`config.mk`:
```
export PLATFORM = sky130hd
export DESIGN_NAME = alu_arbiter
export DESIGN_NICKNAME = d
export VERILOG_FILES = /design/src/rtl/alu_arbiter.sv
export SDC_FILE = /design/constraint.sdc
export NUM_CORES = 1
export LEC_CHECK = 0
export ABC_CLOCK_PERIOD_IN_PS = 4550
export CORE_MARGIN = 2
export CORE_UTILIZATION = 30
export DETAILED_ROUTE_END_ITERATION = 16
export PLACE_DENSITY_LB_ADDON = 0.12
export SKIP_CTS_REPAIR_TIMING = 1
export SLEW_MARGIN = 10
export SYNTH_ARGS = -nofsm -noshare
export SYNTH_HDL_FRONTEND = slang
export SYNTH_SLANG_ARGS = --single-unit
```
`constraint.sdc`:
```
create_clock -name clk -period 4.55 [get_ports clk]
set_input_delay 0.6825 -clock clk [delete_from_list [all_inputs] [get_ports clk]]
set_output_delay 0.6825 -clock clk [all_outputs]
set_load 0.05 [all_outputs]
```
`src/rtl/alu_arbiter.sv`:
```
// Round-robin arbiter that shares one 16-bit ALU between NUM_REQ requesters, with a grant lock for carry chains.
// Optional macro ALU_ARB_CARRY_RESTORE_EN adds per-requester carry save/restore through a RESTORE state.
module alu_arbiter #(
  parameter int NUM_REQ = 2,
  parameter int IDX_W   = 2
) (
  input  logic                  clk,
  input  logic                  rst_n,
  input  logic [NUM_REQ-1:0]    req_valid,
  output logic [NUM_REQ-1:0]    req_ready,
  input  logic [NUM_REQ-1:0]    req_lock,
  input  logic [3*NUM_REQ-1:0]  req_op,
  input  logic [4*NUM_REQ-1:0]  req_alu_op,
  input  logic [16*NUM_REQ-1:0] req_a,
  input  logic [16*NUM_REQ-1:0] req_b,
  output logic [NUM_REQ-1:0]    rsp_valid,
  output logic [15:0]           rsp_result,
  output logic [3:0]            rsp_flags,
  output logic [2:0]            alu_op,
  output logic [3:0]            alu_alu_op,
  output logic [15:0]           alu_s_1,
  output logic [15:0]           alu_s_2,
  input  logic [15:0]           alu_result,
  input  logic [3:0]            alu_flags,
  output logic [IDX_W-1:0]      owner,
  output logic                  locked
);
  localparam int NP = 1 << IDX_W;
  localparam logic [IDX_W:0] NUM_REQ_W = (IDX_W+1)'(NUM_REQ);

  // Padded to 2**IDX_W entries so an IDX_W-bit index is always in range.
  logic        valid_a [NP];
  logic        lock_a  [NP];
  logic [2:0]  op_a    [NP];
  logic [3:0]  aop_a   [NP];
  logic [15:0] a_a     [NP];
  logic [15:0] b_a     [NP];

  logic [IDX_W-1:0]   rr_q, owner_q;
  logic               locked_q;
  logic [NUM_REQ-1:0] rsp_valid_q;
  logic [15:0]        rsp_result_q;

  logic               win_valid_s, grant_s;
  logic [IDX_W-1:0]   win_idx_s, next_rr_s;
  logic [NUM_REQ-1:0] grant_vec_s;

`ifdef ALU_ARB_CARRY_RESTORE_EN
  typedef enum logic {ARB = 1'b0, RESTORE = 1'b1} state_e;
  localparam logic [IDX_W:0] SRC_NONE = {1'b1, {IDX_W{1'b0}}};

  state_e           state_q, state_d;
  logic             held_q, held_d, restore_s;
  logic [IDX_W-1:0] held_idx_q, held_idx_d;
  logic [IDX_W:0]   last_c_src_q, last_c_src_d;
  logic             saved_c_q [NP];

  function automatic logic is_carry_op(input logic [2:0] op, input logic [3:0] sub);
    is_carry_op = (op == 3'b000) &&
                  ((sub == 4'b0010) || (sub == 4'b0100) || (sub == 4'b1110) || (sub == 4'b1111));
  endfunction
`endif

  // Unflatten the per-requester buses.
  always_comb begin
    for (int i = 0; i < NP; i++) begin
      valid_a[i] = 1'b0;
      lock_a[i]  = 1'b0;
      op_a[i]    = 3'b000;
      aop_a[i]   = 4'b0000;
      a_a[i]     = 16'h0000;
      b_a[i]     = 16'h0000;
    end
    for (int i = 0; i < NUM_REQ; i++) begin
      valid_a[i] = req_valid[i];
      lock_a[i]  = req_lock[i];
      op_a[i]    = req_op[3*i +: 3];
      aop_a[i]   = req_alu_op[4*i +: 4];
      a_a[i]     = req_a[16*i +: 16];
      b_a[i]     = req_b[16*i +: 16];
    end
  end

  // Pick the winner: held restore target, else the lock owner, else round-robin from rr_q.
  always_comb begin
    logic [IDX_W:0] sum_v;
    sum_v       = '0;
    win_valid_s = 1'b0;
    win_idx_s   = '0;
`ifdef ALU_ARB_CARRY_RESTORE_EN
    if (held_q && valid_a[held_idx_q]) begin
      win_valid_s = 1'b1;
      win_idx_s   = held_idx_q;
    end else
`endif
    if (locked_q) begin
      win_valid_s = valid_a[owner_q];
      win_idx_s   = owner_q;
    end else begin
      for (int k = 0; k < NUM_REQ; k++) begin
        sum_v = {1'b0, rr_q} + (IDX_W+1)'(k);
        sum_v = (sum_v >= NUM_REQ_W) ? (sum_v - NUM_REQ_W) : sum_v;
        if (!win_valid_s && valid_a[sum_v[IDX_W-1:0]]) begin
          win_valid_s = 1'b1;
          win_idx_s   = sum_v[IDX_W-1:0];
        end else begin
          win_valid_s = win_valid_s;
        end
      end
    end
  end

  // Issue decision and ALU drive; the idle op (0 + 0) leaves the ALU carry at 0.
  always_comb begin
    grant_s    = win_valid_s;
    alu_op     = 3'b000;
    alu_alu_op = 4'b0001;
    alu_s_1    = 16'h0000;
    alu_s_2    = 16'h0000;
`ifdef ALU_ARB_CARRY_RESTORE_EN
    restore_s    = 1'b0;
    state_d      = ARB;
    held_d       = 1'b0;
    held_idx_d   = held_idx_q;
    if (state_q == RESTORE) begin
      grant_s   = 1'b0;
      restore_s = 1'b1;
      held_d    = 1'b1;
    end else if (win_valid_s && is_carry_op(op_a[win_idx_s], aop_a[win_idx_s]) &&
                 (last_c_src_q != {1'b0, win_idx_s})) begin
      grant_s    = 1'b0;
      state_d    = RESTORE;
      held_idx_d = win_idx_s;
    end else begin
      state_d = ARB;
    end
`endif
    if (grant_s) begin
      alu_op     = op_a[win_idx_s];
      alu_alu_op = aop_a[win_idx_s];
      alu_s_1    = a_a[win_idx_s];
      alu_s_2    = b_a[win_idx_s];
    end
`ifdef ALU_ARB_CARRY_RESTORE_EN
    // 0xFFFF + saved_c carries out exactly when saved_c is 1.
    else if (restore_s) begin
      alu_s_1 = 16'hFFFF;
      alu_s_2 = {15'b0, saved_c_q[held_idx_q]};
    end
`endif
    else begin
      alu_op = 3'b000;
    end
`ifdef ALU_ARB_CARRY_RESTORE_EN
    if (grant_s) begin
      last_c_src_d = {1'b0, win_idx_s};
    end else if (restore_s) begin
      last_c_src_d = {1'b0, held_idx_q};
    end else begin
      last_c_src_d = SRC_NONE;
    end
`endif
  end

  assign next_rr_s   = (win_idx_s == IDX_W'(NUM_REQ-1)) ? '0 : (win_idx_s + IDX_W'(1));
  assign grant_vec_s = grant_s ? (NUM_REQ'(1) << win_idx_s) : '0;

  // Arbitration and response registers.
  always_ff @(posedge clk or negedge rst_n) begin
    if (!rst_n) begin
      rr_q         <= '0;
      owner_q      <= '0;
      locked_q     <= 1'b0;
      rsp_valid_q  <= '0;
      rsp_result_q <= 16'h0000;
    end else begin
      rsp_valid_q <= grant_vec_s;
      if (grant_s) begin
        rr_q         <= next_rr_s;
        owner_q      <= win_idx_s;
        locked_q     <= lock_a[win_idx_s];
        rsp_result_q <= alu_result;
      end
    end
  end

`ifdef ALU_ARB_CARRY_RESTORE_EN
  // Restore FSM, carry-source tracking and per-requester saved carries.
  always_ff @(posedge clk or negedge rst_n) begin
    if (!rst_n) begin
      state_q      <= ARB;
      held_q       <= 1'b0;
      held_idx_q   <= '0;
      last_c_src_q <= SRC_NONE;
      for (int i = 0; i < NP; i++) saved_c_q[i] <= 1'b0;
    end else begin
      state_q      <= state_d;
      held_q       <= held_d;
      held_idx_q   <= held_idx_d;
      last_c_src_q <= last_c_src_d;
      for (int i = 0; i < NUM_REQ; i++) begin
        if (rsp_valid_q[i]) saved_c_q[i] <= alu_flags[0];
      end
    end
  end
`endif

  assign req_ready  = grant_vec_s;
  assign rsp_valid  = rsp_valid_q;
  assign rsp_result = rsp_result_q;
  assign rsp_flags  = alu_flags;
  assign owner      = owner_q;
  assign locked     = locked_q;

endmodule

```
==> images/m1.png <==
(6 px per µm) Supply wires on this layer in gray. Cells faint in the background.
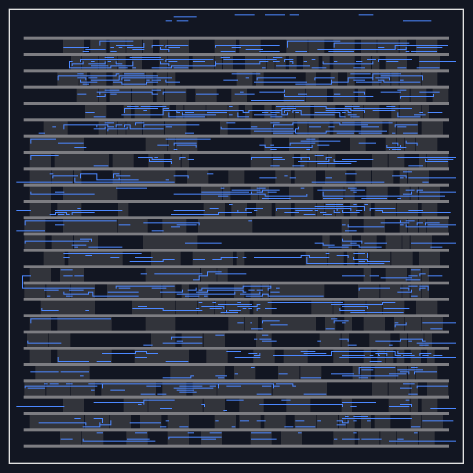
nets with wire on the layer: 378
longest straight run: 30.8 µm
met1 Use GR: 0.218
drt total wl: 5830 µm
vias: 1904

==> images/m2.png <==
(6 px per µm)
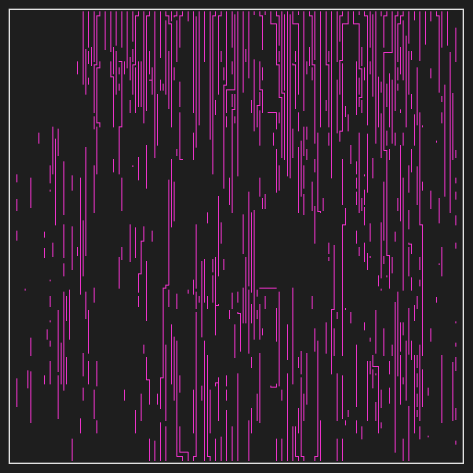
share of all routed wire: 52%
wire length on this layer: 3040 µm
M2 GR Usage: 0.326

==> images/m3.png <==
(8 px per µm) Cells faint in the background.
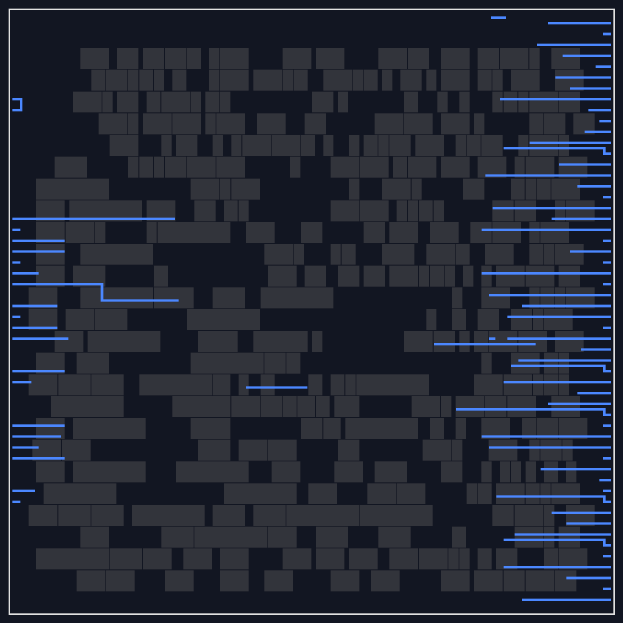
wire length on this layer: 551 µm
longest straight run: 20.0 µm
nets with wire on the layer: 77
main direction: horizontal
share of all routed wire: 9.5%

==> images/clock_wires.png <==
(4 px per µm)
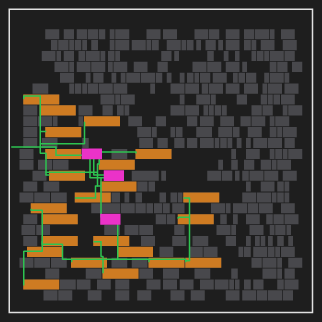
[orange] flip-flops | count: 23
[green] clock wires | length: 250 µm
[magenta] clock-net drivers | count: 3
routed clock nets: 4

==> images/congestion_map.png <==
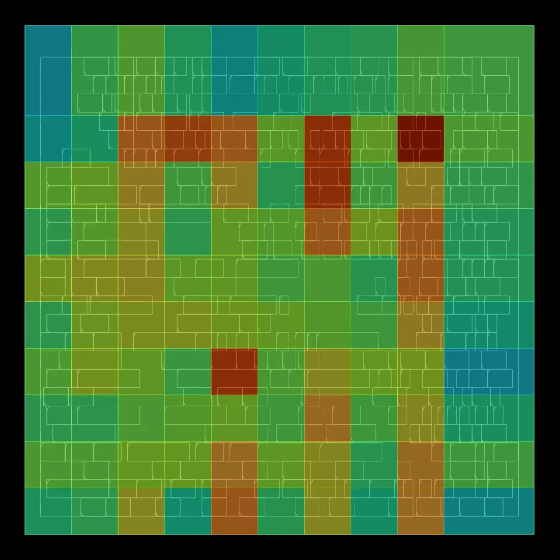
Avg WL per Cell: 14.0 µm
routing usage on met3: 0.0397
Final Util: 0.646

==> flow_summary.json <==
{
  "final-setup-viol-count": 0,
  "die_h_um": 75.4,
  "setup_tns_ns": 0,
  "drt-pass1-iter-count": 4,
  "slew_headroom": 0.342,
  "chipArea_um2": 5690,
  "period_minus_slack_ns": 3.64,
  "synth.avg_cell_area_um2": 7.73,
  "syn_area_um2": 1530,
  "worstHoldPathType": "flip-flop to flip-flop",
  "htreeDepth": 1,
  "postPlaceCellArea_um2": 3070,
  "fin_skew_ns": 0.00755,
  "netlist_instances": 198,
  "leakage_nw": 1.35,
  "switchingPower_mw": 1.40,
  "root_buffer": "clkbuf_8",
  "comb_power_share": 0.809,
  "mappedNetlistNets": 302,
  "status": "completed",
  "antenna_left": 0,
  "ys_cells": 198,
  "cp.required_ns": 3.87,
  "arrival_ns": 2.96,
  "clk_latency_ns": 0.26,
  "critPathLaunchType": "input port",
  "ys_types": 22,
  "yosys-top-cells-area": "dfrtp_1 (38%), nand2_1 (19%), a21oi_1 (13%), mux2_1 (9.6%), buf_4 (4.9%)",
  "pin_count": 170,
  "ys_ff": 23
}
[routing by layer]
metal / track usage / share of wire
met5: 0 / 0
met4: 0.0370 / 0.0069
met3: 0.0397 / 0.094
met2: 0.326 / 0.52
met1: 0.218 / 0.38
[logic make-up (layout without fill, tap and decap cells)]
group,after synthesis,after routing,synth area share
flops,23,23,0.376
compound gates,50,50,0.179
mux,20,20,0.146
simple gates,85,85,0.216
buf+inv,20,171,0.0834
[path summary, 6_finish.rpt]
path,cells past startpoint,slack (ns),end,startpoint
max in group asynchronous,1,2.99,owner[0],rst_n
max reg2reg,5,2.70,rsp_result[10],locked
min reg2reg,1,0.49,rr_q[1],rr_q[1]
min in group asynchronous,1,0.96,rsp_result[1],rst_n
max,7,0.91,alu_s_1[7],req_valid[1]
min,1,0.49,rr_q[1],rr_q[1]
[cell usage after synthesis, drive strengths merged]
| master | instances |
|---|---|
| o211ai | 1 |
| a21boi | 1 |
| inv | 1 |
| mux2i | 2 |
| nand2 | 79 |
| and2 | 1 |
| a21oi | 40 |
| o21a | 2 |
| nor2 | 2 |
| dfrtp | 23 |
| nor2b | 1 |
| o21ai | 5 |
| buf | 17 |
| nand2b | 1 |
| mux2 | 18 |
| a21o | 1 |
| clkbuf | 2 |
| nor3b | 1 |
[power groups by stage]
| stage | clock [mW] | combinational, mW | sequential (mW) |
|---|---|---|---|
| floorplan | 0 | 1.08 | 0.570 |
| CTS | 0.128 | 1.92 | 0.327 |
| detailed placement | 0 | 1.92 | 0.329 |
| global placement | 0 | 1.91 | 0.329 |
| global route | 0.137 | 2.00 | 0.337 |
| finish | 0.124 | 1.90 | 0.326 |
[registers in the layout, indices dropped and copies added (netlist names)]
signal	count
locked	1
owner	2
rr_q	2
rsp_result	16
rsp_valid	2
[cell type report]
cell class	count	area (µm²)
multi-input combinational	155	831
sequential	23	576
clock inverter	1	5.00
fill	443	1700
timing repair buffer	166	1570
clock buffer	3	41.3
tap	67	83.8
inverter	1	3.75
[cells in the final DEF (no fill, tap or decap)]
cell,n
clkdlybuf4s50_1,126
nand2_1,79
a21oi_1,40
buf_4,39
dfrtp_1,23
mux2_1,13
mux2_2,5
clkbuf_8,3
o21a_1,2
o21ai_1,2
nor2_1,2
mux2i_1,2
o21ai_0,2
nor2b_1,1
nand2b_1,1
o21ai_2,1
inv_1,1
o211ai_1,1
a21boi_4,1
a21o_1,1
and2_1,1
nor3b_1,1
clkinv_2,1
buf_12,1
[worst max-delay path: stages]
cell	delay, ns
clkdlybuf4s50_1	0.57
nand2b_1	0.12
o21ai_2	0.33
buf_4	0.24
nand2_1	0.07
a21oi_1	0.13
clkdlybuf4s50_1	0.82
